<file path="src/rtl/out_signature_monitor.sv">
// out_signature_monitor: folds accepted scrambler output words into a MISR
// and reports a pass/fail verdict once a fixed window of words has been seen.
module out_signature_monitor #(
    parameter int               WIDTH    = 5,
    parameter int               WINDOW   = 10,
    parameter logic [0:WIDTH-1] SIG_INIT = '0
) (
    input  logic                         clk,
    input  logic                         rst_n,
    input  logic                         start,
    input  logic                         in_valid,
    input  logic [0:WIDTH-1]             in_data,
    input  logic [0:WIDTH-1]             exp_sig,
    output logic                         busy,
    output logic                         done,
    output logic                         pass,
    output logic [0:WIDTH-1]             sig,
    output logic [$clog2(WINDOW+1)-1:0]  count
);

    localparam int            CW   = $clog2(WINDOW + 1);
    localparam logic [CW-1:0] LAST = CW'(WINDOW);

    localparam logic [1:0] S_IDLE = 2'd0;
    localparam logic [1:0] S_RUN  = 2'd1;
    localparam logic [1:0] S_DONE = 2'd2;

    logic [1:0]       state;
    logic [0:WIDTH-1] sig_nxt;
    logic [CW-1:0]    cnt_nxt;
    logic             accept;

    // Next signature: same feedback taps as the upstream scrambler.
    always_comb begin
        sig_nxt    = '0;
        sig_nxt[0] = in_data[0] ^ sig[WIDTH-1];
        sig_nxt[1] = in_data[1] ^ sig[0] ^ sig[WIDTH-1];
        for (int i = 2; i < WIDTH; i++) begin
            sig_nxt[i] = in_data[i] ^ sig[i-1];
        end
    end

    // A start always wins, so the word presented with it is dropped.
    assign accept  = (state == S_RUN) && in_valid && !start;
    assign cnt_nxt = count + 1'b1;

    assign busy = (state == S_RUN);
    assign done = (state == S_DONE);

    // Window control, signature fold and end-of-window verdict.
    always_ff @(posedge clk or negedge rst_n) begin
        if (!rst_n) begin
            state <= S_IDLE;
            sig   <= SIG_INIT;
            count <= '0;
            pass  <= 1'b0;
        end else if (start) begin
            state <= S_RUN;
            sig   <= SIG_INIT;
            count <= '0;
            pass  <= 1'b0;
        end else if (accept) begin
            sig   <= sig_nxt;
            count <= cnt_nxt;
            if (cnt_nxt == LAST) begin
                state <= S_DONE;
                pass  <= (sig_nxt == exp_sig);
            end
        end
    end

endmodule
</file>
<file path="config.mk">
export PLATFORM = sky130hd
export DESIGN_NAME = out_signature_monitor
export DESIGN_NICKNAME = d
export VERILOG_FILES = /design/src/rtl/out_signature_monitor.sv
export SDC_FILE = /design/constraint.sdc
export NUM_CORES = 1
export LEC_CHECK = 0
export ABC_AREA = 1
export CAP_MARGIN = 10
export CORE_AREA = 3 3 50 52
export DETAILED_ROUTE_END_ITERATION = 7
export DIE_AREA = 0 0 53 55
export MAX_ROUTING_LAYER = met4
export PLACE_DENSITY_LB_ADDON = 0.25
export SKIP_LAST_GASP = 1
export SYNTH_ARGS = -nofsm -noshare
export SYNTH_HDL_FRONTEND = slang
export SYNTH_SLANG_ARGS = --single-unit
</file>
<file path="constraint.sdc">
create_clock -name clk -period 1.4 [get_ports clk]
set_input_delay 0.28 -clock clk [delete_from_list [all_inputs] [get_ports clk]]
set_output_delay 0.28 -clock clk [all_outputs]
set_load 0.02 [all_outputs]
</file>
**Run 1: cell outlines without signal wires**

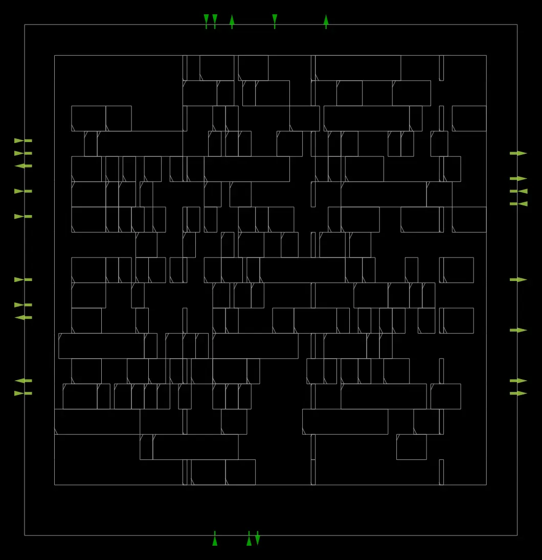
Core Footprint: 2148 um2
Tap Count: 28

**Run 1: sequential cells grouped by signal name**

Scale: 6 px per um.
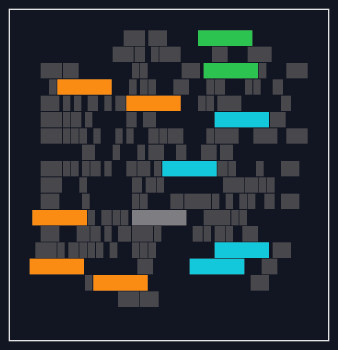
`state`: drawn in green, sequential cells 2. `count`: drawn in cyan, sequential cells 4. `sig`: drawn in orange, sequential cells 5.
Another 1 sequential cells are not colored.

**Run 1: supply network**

Scale: 8 px per um. Pins as bars on the die edge.
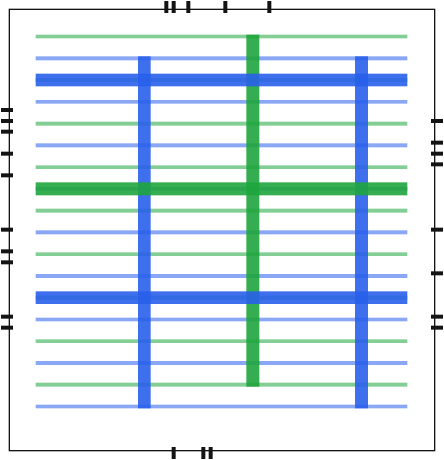
VSS: drawn in blue. VDD: drawn in green.
3 straps on met5. 3 straps on met4. 18 met1 rails follow the rows. The core has 17 rows.

**Run 1: signal metal coverage by tile**

Scale: 6 px per um. The die is cut into 11 by 11 equal tiles; dark purple is low, yellow is high, scaled to the fullest tile. Values are wire area over tile area, all layers added.
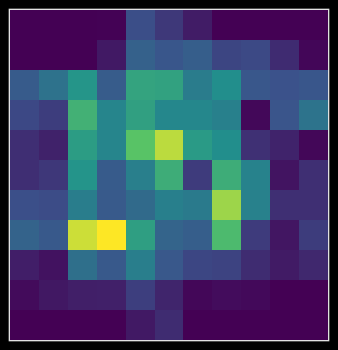
The fullest tile reaches 0.40. 14% of the tiles are over half the peak. The densest ninth of the die: center.

==> results.sh, run 1 <==
# implementation run metrics
export IMPL_syn_inst=110
export IMPL_synth_distinct_cells=16
export IMPL_synth_area_um2=765.7
export IMPL_met2_usage=0.2293
export IMPL_ys_seq_frac=0.3922
export IMPL_grt_busiest_layer="met2"
export IMPL_ff2ff_path_depth=8
export IMPL_path_cells="dlygate4sd2_1"
export IMPL_die_h_um=55
export IMPL_h_tree_depth=1
export IMPL_top_area_frac=0.3922
export IMPL_io_buffers=25
export IMPL_seq_share=0.2721
export IMPL_clock_skew_ns=0.005621
export IMPL_nonClockBufferCount=32
export IMPL_nonClkBufAreaFrac=0.2540
export IMPL_dr_pass1_iters=6
export IMPL_clk_pin_slew_worst_paths_ns=0.07
export IMPL_ff_count=12
export IMPL_fp_util=0.3564
export IMPL_final_net_count=163
export IMPL_path_class="register to output port"
export IMPL_power_leakage_nw=0.6096
export IMPL_globalplace_congestion=0.7282
export IMPL_nMultiInputCombCells=73
export IMPL_hp_class="input port to asynchronous set/reset pin"
export IMPL_cts_root_buf="clkbuf_4"
export IMPL_ys_cells=110
export IMPL_edf_count=0
export IMPL_fill_cells=226
export IMPL_yosys_warnings=0
export IMPL_top_area_cell="dfrtp_1"
export IMPL_synth_area_per_cell_um2=6.961
export IMPL_area_growth_pct=44.12
export IMPL_post_drt_wl_per_cell_um=10.33
export IMPL_path_delay_family="flip-flops"
export IMPL_comb_cell_share=0.3367
export IMPL_slew_viol_final=0
export IMPL_yosysMostFrequentCell="nand2_1"
export IMPL_warnings=28
export IMPL_yosysChipArea_um2=765.7
export IMPL_r2r_end="pass$_DFFE_PN0P_"
export IMPL_grt_start_max_net_pins=13
export IMPL_fin_area_um2=1104
export IMPL_dpl_instance_area_um2=1104
export IMPL_logic_area_um2=371.6
export IMPL_worstSetupStartpointType="register"
export IMPL_yosys_most_used_dff="dfrtp_1"
export IMPL_ys_ff=12
export IMPL_grt_met1_usage=0.1667
export IMPL_cp_arrival_ns=1.04
export IMPL_async_reset_ff_frac=1.000
export IMPL_maxSlewHeadroom=0.8572
export IMPL_clock_buffers=3
export IMPL_crit_fanout=5
export IMPL_regToRegSetupSlack_ns=0.14
export IMPL_ios=26
export IMPL_rsz0062_at_grt="no"
export IMPL_clock_latency_ns=0.27
export IMPL_peakVddDrop_mv=0.5847
export IMPL_status="finished, final reports clean"
export IMPL_die_area_um2=2915
export IMPL_viasPerCell=4.659
export IMPL_drive_gt1_frac=0.1517
export IMPL_cp_buffers_inverters=1
export IMPL_clock_sinks=12
export IMPL_numCtsBuffers=3
export IMPL_diodes=0
export IMPL_setup_tns_ns=0
export IMPL_rows=17
export IMPL_fin_crit_ns=1.318
export IMPL_setup_viol=0
export IMPL_critPathRequiredTime_ns=1.12
export IMPL_clock_area_frac=0.02041
export IMPL_gr_usage_met3=0.03217
export IMPL_worst_pin_slew_ns=0.2151
export IMPL_cts_tree="done"
export IMPL_top_cells_by_area="dfrtp_1 (39%), nand2_1 (18%), inv_1 (11%)"
export IMPL_grt_usage=0.1444
export IMPL_crit_path_max_incr_delay_ns=0.41
export IMPL_routed_wl_mm=1.787
export IMPL_antenna_found_initial=0
export IMPL_clock_path_buffers=2
export IMPL_grt_pass1_vias=701
export IMPL_die_x_um=53
export IMPL_syn_nets=126
export IMPL_timing_fmax_mhz=758.5
export IMPL_dr_total_vias=806
export IMPL_slowest_stage="dfrtp_1"
export IMPL_ff_latch_area_um2=300.3
export IMPL_drc=0
export IMPL_hold_viol=0
export IMPL_ant_nets=0
export IMPL_grt_first_pass_wirelength_mm=2.904
export IMPL_gr_total_overflow=0
export IMPL_drt_initial_drc_count=9
export IMPL_end_kind="output port"
export IMPL_crit_reg2reg_launch="count[1]$_DFFE_PN0P_"
export IMPL_power_density_nw_per_um2=913.5
export IMPL_dp_hpwl_mm=1.431
export IMPL_finalClockPeriodUsage=0.9417
export IMPL_inverters_excl_clock=25
export IMPL_largest_cell_class="logic gates"
export IMPL_max_cap_viol_count=0
export IMPL_common_cells="nand2_1 (36), inv_1 (22), nand3_1 (13)"
## run 1: worst max-delay path by stage
| stage | slack (ns) | end | from | depth (start not counted) |
|---|---|---|---|---|
| CTS | -0.03 | done | state[1]$_DFFE_PN0P_ | 3 |
| global placement | -0.004 | pass$_DFFE_PN0P_ | in_data[1] | 10 |
| floorplan | 0.07 | pass$_DFFE_PN0P_ | count[0]$_DFFE_PN0P_ | 9 |
| detailed placement | -0.05 | pass$_DFFE_PN0P_ | in_data[1] | 10 |
| global route | 0.006 | pass$_DFFE_PN0P_ | count[1]$_DFFE_PN0P_ | 9 |
| finish | 0.08 | count[1] | count[1]$_DFFE_PN0P_ | 1 |
## run 1: report_power, final
| part | leakage, nW | switching, mW | internal, mW |
|---|---|---|---|
| logic | 0.439 | 0.213 | 0.171 |
| registers | 0.157 | 0.0316 | 0.382 |
| clock network | 0.0138 | 0.111 | 0.0996 |
| total | 0.610 | 0.355 | 0.653 |
## run 1: cells in the final DEF, fill, tap and decap left out
master | Yosys | routed
clkbuf_2 | 0 | 2
inv_1 | 22 | 22
buf_4 | 0 | 7
inv_2 | 3 | 3
a21oi_1 | 2 | 2
dfrtp_1 | 12 | 12
clkbuf_4 | 0 | 3
nor2_2 | 1 | 1
nand2_2 | 1 | 1
nand2_4 | 1 | 1
dlygate4sd2_1 | 0 | 10
clkdlybuf4s50_1 | 0 | 13
nand4_1 | 1 | 1
o22ai_1 | 5 | 5
nand3_2 | 1 | 1
nand3_1 | 13 | 13
nor2_1 | 3 | 3
o21ai_0 | 4 | 4
nor2_4 | 3 | 3
nand2_1 | 36 | 36
ha_1 | 2 | 2
## run 1: worst reg2reg max path, delay by kind of cell (launching register included)
kind / cells / cell delay, ns
flip-flops: 1 / 0.43
AND/OR/NAND/NOR: 7 / 0.57
adder cells (fa/ha/maj): 1 / 0.21
## run 1: stage by stage
| step | total power, mW | instances | util | hold WS (ns) | setup slack [ns] |
|---|---|---|---|---|---|
| 4_1_cts | 1.026 | 173 | 0.5178 | 0.2982 | -0.03027 |
| 6_report | 1.008 | 173 | 0.5137 | 0.2981 | 0.08162 |
| 2_1_floorplan | 0.6413 | 110 | - | -0.01559 | 0.07084 |
| 3_3_place_gp | 0.8247 | 170 | 0.5137 | 0.5078 | -0.003798 |
| 3_5_place_dp | 0.8327 | 170 | 0.5137 | 0.5298 | -0.05257 |
| 5_1_grt | 1.084 | 173 | 0.5137 | 0.3041 | 0.006025 |
## run 1: sequential cells by signal (all words and copies together), names as in the netlist
name	flops
sig	5
state	2
pass	1
count	4
## run 1: logic make-up after synthesis
family | after synthesis | synth area share
fa+ha+maj | 2 | 0.03267
compound gates | 11 | 0.08007
buf+inv | 25 | 0.1225
simple gates | 60 | 0.3726
flops | 12 | 0.3922
## run 1: layer usage
layer | vias to the layer above | part of all wire
li1 | 419 | -
met1 | 355 | 0.43
met2 | 27 | 0.48
met3 | 5 | 0.065
met4 | 0 | 0.021
met5 | - | 0
## run 1: timing repair
| action | 4_1_cts | 5_1_grt |
|---|---|---|
| gates resized | 13 | 3 |
| setup buffers | 0 | 0 |
| hold buffers | 0 | 0 |
| setup endpoints to repair | 12 | 2 |
==> inputs of run 2 (changes only) <==
--- a/config.mk
+++ b/config.mk
@@ -10,6 +10,7 @@
 export CORE_AREA = 3 3 50 52
 export DETAILED_ROUTE_END_ITERATION = 7
 export DIE_AREA = 0 0 53 55
+export HOLD_SLACK_MARGIN = 0.08
 export MAX_ROUTING_LAYER = met4
 export PLACE_DENSITY_LB_ADDON = 0.25
 export SKIP_LAST_GASP = 1
**Run 2: signal metal coverage by tile**

Scale: 6 px per um. The die is cut into 11 by 11 equal tiles; dark purple is low, yellow is high, scaled to the fullest tile. Values are wire area over tile area, all layers added.
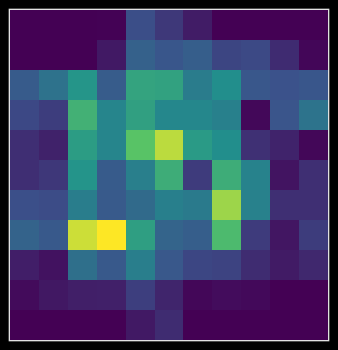
The densest ninth of the die: center. The mean over all tiles is 0.10. 21% of the tiles are nearly empty. The emptiest ninth of the die: south-east. The fullest tile reaches 0.40.

**Run 2: cells by drive strength**

Scale: 4 px per um.
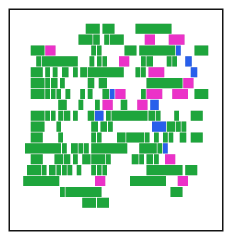
drive 2: drawn in blue, cells 8. drive 1 or less: drawn in green, cells 123. drive 3 to 4: drawn in magenta, cells 14.

==> run 2 against run 1 <==
Compared with the run above:
- critical path depth is the same
- hold slack unchanged
- design area unchanged
- die area stayed put
- clock power about the same
- clock-buffer cell count unchanged
- critical path type unchanged
- critical endpoint unchanged
- largest cell class unchanged
- highest routed layer unchanged
==> results.sh, run 2 <==
# implementation run metrics
export IMPL_hold_buffers=0
export IMPL_ys_cells=110
export IMPL_syn_nets=126
export IMPL_ant_nets=0
export IMPL_ys_ff=12
export IMPL_clock_skew_ns=0.005621
export IMPL_yosys_warnings=0
export IMPL_intPower_uw=652.8
export IMPL_yosys_most_used_dff="dfrtp_1"
export IMPL_grt_first_pass_wirelength_mm=2.904
export IMPL_logic_area_um2=371.6
export IMPL_hp_class="input port to asynchronous set/reset pin"
export IMPL_dr_total_vias=806
export IMPL_diodes=0
export IMPL_power_switching_share=0.3524
export IMPL_top_area_cell="dfrtp_1"
export IMPL_h_tree_depth=1
export IMPL_end_kind="output port"
export IMPL_io_buffers=25
export IMPL_ios=26
export IMPL_drc=0
export IMPL_cp_arrival_ns=1.04
export IMPL_power_density_nw_per_um2=913.5
export IMPL_core_um2=2148
export IMPL_top_area_frac=0.3922
export IMPL_setup_viol=0
export IMPL_max_cap_viol_count=0
export IMPL_globalplace_congestion=0.7282
export IMPL_top_cells_by_area="dfrtp_1 (39%), nand2_1 (18%), inv_1 (11%)"
export IMPL_crit_fanout=5
export IMPL_post_drt_wl_per_cell_um=10.33
export IMPL_fill_cells=226
export IMPL_layout_cells_most_common="nand2_1"
export IMPL_gr_usage_met3=0.03217
export IMPL_power_mw=1.008
export IMPL_largest_reg_flops=5
export IMPL_critPathRequiredTime_ns=1.12
export IMPL_area_growth_pct=44.12
export IMPL_fin_crit_ns=1.318
export IMPL_whs_ns=0.2981
export IMPL_cts_tree="done"
export IMPL_p_seq_frac=0.410
export IMPL_ys_seq_frac=0.3922
export IMPL_final_net_count=163
export IMPL_die_x_um=53
export IMPL_finalClockPeriodUsage=0.9417
export IMPL_worst_pin_slew_ns=0.2151
export IMPL_power_switching_uw=355.3
export IMPL_setup_slack_ns=0.08162
export IMPL_async_reset_ff_frac=1.000
export IMPL_pre_cts_ws_ns=-0.05257
export IMPL_worstSetupStartpointType="register"
export IMPL_syn_inst=110
export IMPL_routed_wl_mm=1.787
export IMPL_grt_start_max_net_pins=13
export IMPL_grt_usage=0.1444
export IMPL_cp_buffers_inverters=1
export IMPL_edf_count=0
export IMPL_power_leakage_nw=0.6096
export IMPL_common_cells="nand2_1 (36), inv_1 (22), nand3_1 (13)"
export IMPL_hold_viol=0
export IMPL_dr_pass1_iters=6
export IMPL_drt_initial_drc_count=9
export IMPL_peakVddDrop_mv=0.5847
export IMPL_slew_viol_final=0
export IMPL_synth_distinct_cells=16
export IMPL_synth_area_um2=765.7
export IMPL_timing_fmax_mhz=758.5
export IMPL_clock_sinks=12
export IMPL_viasPerCell=4.659
export IMPL_path_class="register to output port"
export IMPL_die_area_um2=2915
export IMPL_clock_latency_ns=0.27
export IMPL_combinationalPowerShare=0.381
export IMPL_crit_path_max_incr_delay_ns=0.41
export IMPL_drive_gt1_frac=0.1517
export IMPL_status="finished, final reports clean"
export IMPL_yosysMostFrequentCell="nand2_1"
export IMPL_grt_met1_usage=0.1667
## run 2: cell counts in the layout (fill, tap and decap cells not counted)
No cell type changed its count.
## run 2: final cells by class
class,count,area share
clock buffers,3,0.02041
inverters,25,0.08503
flip-flops and latches,12,0.2721
multi-input cells,73,0.3367
well taps,28,0.03175
repair buffers,32,0.2540
## run 2: metal layers
metal  vias up  wire length [um]
li1        419                 -
met1       355               775
met2        27               858
met3         5               116
met4         0                37
met5         -                 0
## run 2: path summary, 6_finish.rpt
path                                 startpoint              endpoint  slack (ns)  cells past startpoint
setup / recovery           count[1]$_DFFE_PN0P_              count[1]        0.08                      1
hold / removal                            rst_n    sig[3]$_DFFE_PN0P_        0.30                      2
setup reg to reg           count[1]$_DFFE_PN0P_      pass$_DFFE_PN0P_        0.14                      8
hold reg to reg                pass$_DFFE_PN0P_      pass$_DFFE_PN0P_        0.55                      2
max in group asynchronous                 rst_n  count[0]$_DFFE_PN0P_        0.94                      2
min in group clk               pass$_DFFE_PN0P_      pass$_DFFE_PN0P_        0.55                      2
## run 2: kinds of logic (layout without fill, tap and decap cells)
group	Yosys count	after routing	synth area share
simple gates	60	60	0.3726
buf+inv	25	60	0.1225
flops	12	12	0.3922
compound gates	11	11	0.08007
fa+ha+maj	2	2	0.03267
## run 2: per-stage QoR
stage                     area (um2)    util  setup TNS [ns]  instances
after floorplan                765.7       -               0        110
after global placement          1104  0.5137       -0.003798        170
after detailed placement        1104  0.5137        -0.05257        170
after CTS                       1112  0.5178        -0.03027        173
after global routing            1104  0.5137               0        173
final                           1104  0.5137               0        173
## run 2: power by group through the flow
stage | Sequential [mW] | Clock [mW] | Combinational, mW
CTS | 0.413 | 0.224 | 0.389
global placement | 0.420 | 0 | 0.405
finish | 0.413 | 0.210 | 0.384
floorplan | 0.475 | 0 | 0.167
global route | 0.418 | 0.237 | 0.428
detailed placement | 0.421 | 0 | 0.411
## run 2: timing repair
action | in CTS | in global routing
gates resized | 13 | 3
hold endpoints to repair | 0 | 0
cloned | 0 | 0
setup endpoints to repair | 12 | 2
==> inputs of run 3 (changes only) <==
--- a/config.mk
+++ b/config.mk
@@ -7,9 +7,10 @@
 export LEC_CHECK = 0
 export ABC_AREA = 1
 export CAP_MARGIN = 10
-export CORE_AREA = 3 3 50 52
+export CORE_AREA = 3 3 46 48
+export CTS_CLUSTER_SIZE = 40
 export DETAILED_ROUTE_END_ITERATION = 7
-export DIE_AREA = 0 0 53 55
+export DIE_AREA = 0 0 49 51
 export HOLD_SLACK_MARGIN = 0.08
 export MAX_ROUTING_LAYER = met4
 export PLACE_DENSITY_LB_ADDON = 0.25
**Run 3: cell outlines without signal wires**

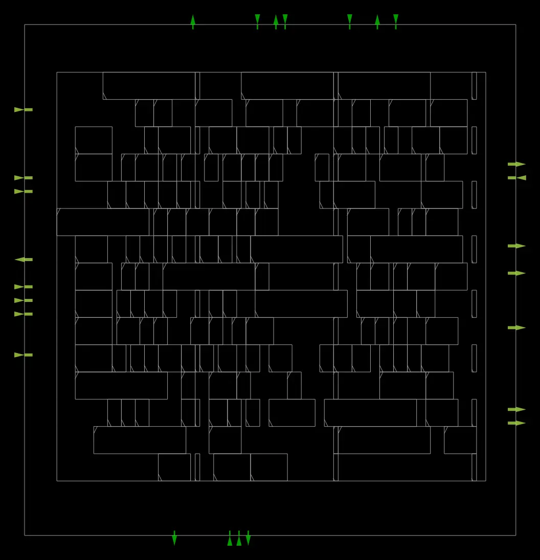
post-layout util: 0.6301
Seq/total area: 0.2730
flop count: 12
# rows: 15
Tap Count: 25

**Run 3: signal metal coverage by tile**

Scale: 8 px per um. The die is cut into 10 by 10 equal tiles; dark purple is low, yellow is high, scaled to the fullest tile. Values are wire area over tile area, all layers added.
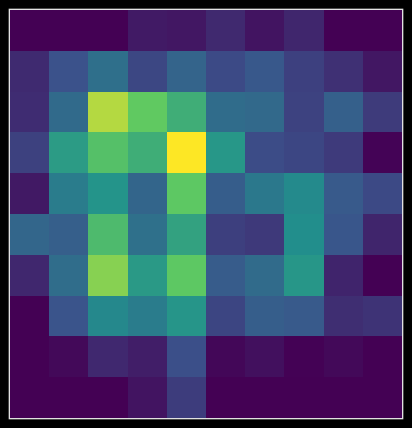
The mean over all tiles is 0.12. 17% of the tiles are over half the peak. The emptiest ninth of the die: south-east. 20% of the tiles are nearly empty. The densest ninth of the die: center. The fullest tile reaches 0.47.

==> run 3 against run 2 <==
Compared with the run above:
- cell count decreased by 1.7%
- synthesized cell count did not move
- global-route usage is 2.1 points higher
- sequential share of layout area up 0.093 points
- sequential cell count unchanged
- largest cell class unchanged
==> results.sh, run 3 <==
# implementation run metrics
export IMPL_status="finished, final reports clean"
export IMPL_diodes=0
export IMPL_cp_buffers_inverters=1
export IMPL_synth_area_per_cell_um2=6.961
export IMPL_async_reset_ff_frac=1.000
export IMPL_core_um2=1745
export IMPL_clock_sinks=12
export IMPL_top_area_frac=0.3922
export IMPL_top_register="sig"
export IMPL_dp_cells=166
export IMPL_timing_fmax_mhz=765.2
export IMPL_drc=0
export IMPL_path_depth=1
export IMPL_stdcell_count=170
export IMPL_yosysMostFrequentCell="nand2_1"
export IMPL_path_delay_family="flip-flops"
export IMPL_crit_fanout=4
export IMPL_yosys_most_used_dff="dfrtp_1"
export IMPL_crit_reg2reg_launch="state[0]$_DFFE_PN0P_"
export IMPL_post_drt_wl_per_cell_um=11.04
export IMPL_power_leakage_nw=0.6108
export IMPL_fin_crit_ns=1.307
export IMPL_fill_cells=175
export IMPL_end_kind="output port"
export IMPL_gr_total_overflow=0
export IMPL_globalplace_congestion=0.7671
export IMPL_largest_reg_flops=5
export IMPL_finalClockPeriodUsage=0.9335
export IMPL_max_cap_viol_count=0
export IMPL_top_area_cell="dfrtp_1"
export IMPL_r2r_end="sig[3]$_DFFE_PN0P_"
export IMPL_io_buffers=25
export IMPL_fp_util=0.4387
export IMPL_layout_cells_most_common="nand2_1"
export IMPL_worstSetupStartpointType="register"
export IMPL_clock_skew_ns=0.003956
export IMPL_ant_nets=0
export IMPL_maxSlewHeadroom=0.7942
export IMPL_grt_pass1_vias=767
export IMPL_clock_path_buffers=2
export IMPL_slew_viol_final=0
export IMPL_cp_arrival_ns=1.03
export IMPL_rsz0062_at_grt="no"
export IMPL_grt_usage=0.1658
export IMPL_slowest_stage="dfrtp_1"
export IMPL_synth_distinct_cells=16
export IMPL_ff2ff_path_depth=6
export IMPL_ys_ff=12
export IMPL_common_cells="nand2_1 (36), inv_1 (22), nand3_1 (13)"
export IMPL_power_density_nw_per_um2=940.8
export IMPL_viasPerCell=4.800
export IMPL_die_h_um=51
export IMPL_setup_slack_ns=0.09310
export IMPL_syn_inst=110
export IMPL_dr_total_vias=816
export IMPL_pre_cts_ws_ns=-0.06745
export IMPL_routed_wl_mm=1.876
export IMPL_hold_buffers=0
export IMPL_worst_pin_slew_ns=0.3079
export IMPL_warnings=28
export IMPL_crit_start="sig[2]$_DFFE_PN0P_"
export IMPL_ys_seq_frac=0.3922
export IMPL_grt_first_pass_wirelength_mm=3.139
export IMPL_critPathRequiredTime_ns=1.12
export IMPL_endpoint="sig[2]"
export IMPL_grt_start_max_net_pins=13
export IMPL_hp_class="input port to asynchronous set/reset pin"
export IMPL_edf_count=0
export IMPL_h_tree_depth=1
export IMPL_peakVddDrop_mv=0.6828
export IMPL_reg_top3="sig (5), count (4), state (2)"
export IMPL_clock_latency_ns=0.28
export IMPL_dp_hpwl_mm=1.476
export IMPL_antenna_found_initial=0
export IMPL_setup_viol=0
export IMPL_final_net_count=163
export IMPL_cts_tree="done"
export IMPL_path_cells="dlygate4sd2_1"
export IMPL_clk_pin_slew_worst_paths_ns=0.08
export IMPL_ys_cells=110
export IMPL_drive_gt1_frac=0.1517
export IMPL_ios=26
export IMPL_yosysChipArea_um2=765.7
export IMPL_cts_root_buf="clkbuf_4"
export IMPL_yosys_warnings=0
export IMPL_die_x_um=49
export IMPL_die_area_um2=2499
export IMPL_numCtsBuffers=3
export IMPL_drt_initial_drc_count=26
export IMPL_path_class="register to output port"
export IMPL_hold_viol=0
export IMPL_top_cells_by_area="dfrtp_1 (39%), nand2_1 (18%), inv_1 (11%)"
export IMPL_regToRegSetupSlack_ns=0.13
export IMPL_dr_pass1_iters=4
export IMPL_crit_path_max_incr_delay_ns=0.41
export IMPL_mostFrequentLayoutCells="nand2_1 (36), inv_1 (22), nand3_1 (13), clkdlybuf4s50_1 (13), dfrtp_1 (12)"
export IMPL_area_growth_pct=43.63
export IMPL_synth_area_um2=765.7
export IMPL_syn_nets=126
run 3: cell families (layout without fill, tap and decap cells):
kind of cell / Yosys count / after routing / share of synthesized area
compound gates: 11 / 11 / 0.08007
fa+ha+maj: 2 / 2 / 0.03267
buf+inv: 25 / 60 / 0.1225
flops: 12 / 12 / 0.3922
simple gates: 60 / 60 / 0.3726
run 3: how the worst min path moves through the flow:
stage	from	endpoint	slack, ns
floorplan	rst_n	count[0]$_DFFE_PN0P_	-0.02
global placement	state[0]$_DFFE_PN0P_	state[0]$_DFFE_PN0P_	0.51
detailed placement	state[0]$_DFFE_PN0P_	state[0]$_DFFE_PN0P_	0.52
CTS	rst_n	state[1]$_DFFE_PN0P_	0.30
global route	rst_n	state[1]$_DFFE_PN0P_	0.32
finish	rst_n	state[1]$_DFFE_PN0P_	0.30
run 3: layout make-up:
class,instances,area (um2),share of cell area
Clock buffer,3,22.52,0.02048
Inverter,25,93.84,0.08532
Multi-Input combinational cell,73,371.6,0.3379
Sequential cell,12,300.3,0.2730
Tap cell,25,31.28,0.02844
Timing Repair Buffer,32,280.3,0.2548
run 3: metrics by stage:
step                cell area (um2)  total power, mW  setup TNS [ns]  hold slack [ns]
CTS                            1101            1.034        -0.03744           0.3028
floorplan                     765.7           0.6413               0         -0.01559
finish                         1100            1.035               0           0.2987
detailed placement             1092           0.8392         -0.1005           0.5165
global route                   1100            1.100               0           0.3174
global placement               1092           0.8240      -0.0002494           0.5126
run 3: what timing repair did:
| action | CTS | global route |
|---|---|---|
| buffers inserted | 0 | 1 |
| endpoints found under the hold margin | 0 | 0 |
| pin swaps | 0 | 0 |
| setup endpoints to repair | 12 | 3 |
| gates resized | 13 | 3 |
run 3: power breakdown:
group	switching, mW	internal (mW)	total, mW
logic	0.220	0.182	0.403
clock network	0.121	0.0997	0.221
registers	0.0295	0.382	0.411
run 3: per-layer routing:
layer | GRT usage | vias to the layer above | share of wire
met5 | - | - | 0
met4 | 0.07109 | 0 | 0.019
met3 | 0.01749 | 5 | 0.049
met2 | 0.2986 | 28 | 0.52
met1 | 0.1880 | 365 | 0.41
li1 | - | 418 | -
Power figures rest on the tool's default switching activity, not on a simulated workload.
